Fig. 1: clock network drawn from the DEF
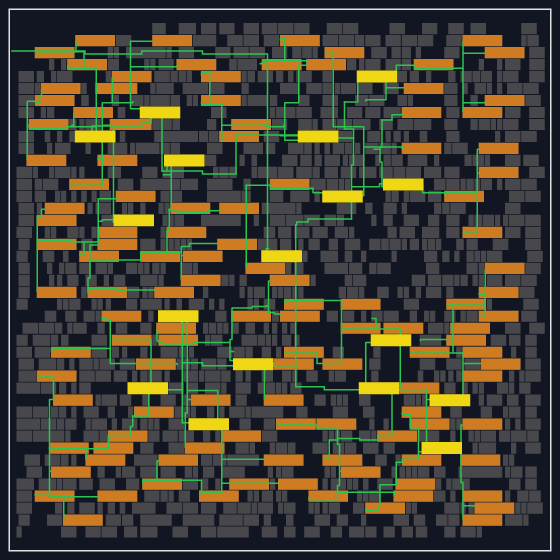
Fig. 2: placed standard cells
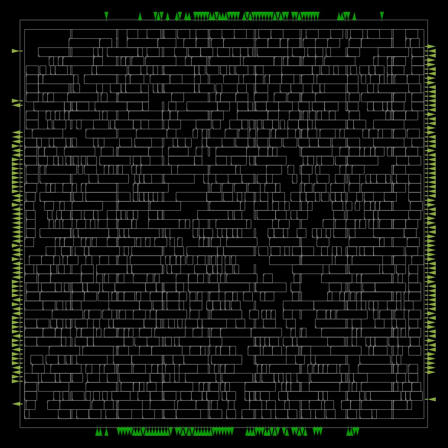
==> config.mk <==
export PLATFORM = sky130hd
export DESIGN_NAME = mem_access_unit
export DESIGN_NICKNAME = d
export VERILOG_FILES = /design/src/rtl/mem_access_unit.sv
export SDC_FILE = /design/constraint.sdc
export NUM_CORES = 1
export LEC_CHECK = 0
export CORE_UTILIZATION = 45
export DETAILED_ROUTE_END_ITERATION = 16
export GPL_TIMING_DRIVEN = 0
export PLACE_DENSITY_LB_ADDON = 0.15
export SLEW_MARGIN = 0
export SYNTH_ARGS = -nofsm -noshare
export SYNTH_HDL_FRONTEND = slang
export SYNTH_SLANG_ARGS = --single-unit
==> constraint.sdc <==
create_clock -name clk -period 2.8 [get_ports clk]
set_clock_uncertainty 0.15 [all_clocks]
set_input_delay 0.56 -clock clk [delete_from_list [all_inputs] [get_ports clk]]
set_output_delay 0.56 -clock clk [all_outputs]
set_load 0.1 [all_outputs]
==> results.toml <==
# synthesis and place-and-route metrics
[logic_synthesis]
synth.distinct_cells = 51
yosys_cells = 748
synth_top_flop_cell = "dfrtp_1"
avgSynthCellArea_um2 = 8.74
top_area_cell = "dfrtp_1"
top_area_share_pct = 45.5
netlist_area_um2 = 6540
edf_count = 0
ys_seq_share_pct = 45.5
yosys_warnings = 0
synthTopCellsByArea = "dfrtp_1, nand2_1, and2_1"

[sta]
hold_viol_final = 0
layout_min_cycle_time_ps = 2720
finalClockPeriodUsage_pct = 97.2
slew_headroom_pct = 31.6
tightest_slew_ps = 1020
finalSetupTns_ps = 0
drv_slew = 0

[clock_network]
clock_sinks = 119
cts.path.max_buffers = 2
cts_tree = "yes"

[setup_path]
reg2reg_depth = 7
arrival_ps = 2010
required_ps = 2090
crit_type = "register to primary output"
worstSetupEndpointType = "primary output"

[drt]
vias = 6498
drc = 0
drt-wirelength-per-cell_um = 17.4
avgViaCountPerCell = 5.36
totalWireLength_um = 21100

[run_status]
status = "finished, final reports clean"

[cells_and_area]
fin_nets = 1169
layout_top_cell = "nand2_1"

[floorplanning]
core_area_um2 = 14000
io_pins = 254
fp_util_pct = 46.6
die_y_um = 123

[flow_run]
cap_viol_max_count = 0
tool_warnings = 33

[placed_design]
place.gp.congestion = 0.871
dpl.hpwl_um = 15300

[min_path]
min_path_type = "register to register"
hold_depth = 2

[grt]
gr-total-overflow = 0
Notes on Fig. 1 above:
[green] clock wires | length: 1740 um
[yellow] cells driving clock nets | count: 17
[orange] flip-flops | count: 119
flops lie: all over the die
routed clock nets: 18
worst skew pair latency: 420 ps

Notes on Fig. 2 above:
Seq area share: 29.6%
Core Util, Final: 71.6%
final std cells w/o fill: 1213
number of flip-flops and latches: 119
row count: 43

==> layer usage <==
| layer | track usage [%] | wire length, um | vias to the layer above |
|---|---|---|---|
| met5 | 0 | 0 | - |
| met2 | 46.0 | 9920 | 281 |
| met1 | 37.3 | 8940 | 3072 |
| li1 | - | - | 3091 |
| met3 | 7.30 | 1590 | 54 |
| met4 | 12.1 | 695 | 0 |
==> cell type report <==
class                           count  area (um2)
Sequential cell                   119        2980
Buffer                             60         334
Multi-Input combinational cell    567        3410
Fill cell                        1124        3990
Tap cell                          180         225
Clock buffer                       20         467
Timing Repair Buffer              251        2520
Inverter                            4        15.0
Clock inverter                     12        93.8
==> per-stage QoR <==
stage	cell area (um2)	hold WS (ps)	worst slack [ps]	instances
floorplan	6670	114	-98.1	750
detailed placement	9420	278	-1380	1180
global placement	9390	300	-3780	1179
finish	10100	316	79.6	1213
global route	10100	336	-9.37	1213
CTS	10000	319	-0.997	1213
==> critical path, stage by stage (launching register included) <==
cell and delay (ps):
dfrtp_2 440, inv_2 120, ha_4 140, buf_6 150, and2_1 170, clkdlybuf4s15_2 560
==> kinds of logic after synthesis <==
group	synth area share, %
muxes	6.26
DFF	45.5
adders and majority gates	1.15
AOI/OAI and AO/OA	16.8
other	0.0574
buffers and inverters	4.54
and+or+nand+nor	25.6
==> repair_timing <==
action,CTS,global route
resized,463,11
setup buffers,0,0
endpoints found under the hold margin,22,0
hold buffers,1,0
endpoints found under the setup margin,69,55
==> synth_stat cells, types with 6 or more instances <==
cell type,n
ha_1,6
a21oi_1,38
nor3_1,7
a31oi_1,10
nor2_1,61
nand2b_1,10
dfrtp_1,119
a211oi_2,8
a222oi_1,6
buf_1,7
a32oi_1,16
o221ai_1,6
o31ai_1,17
buf_2,12
nor2b_1,7
clkbuf_1,33
o21bai_1,7
mux2_2,7
o21ai_0,29
nand2_1,195
mux2i_1,33
and2_1,68
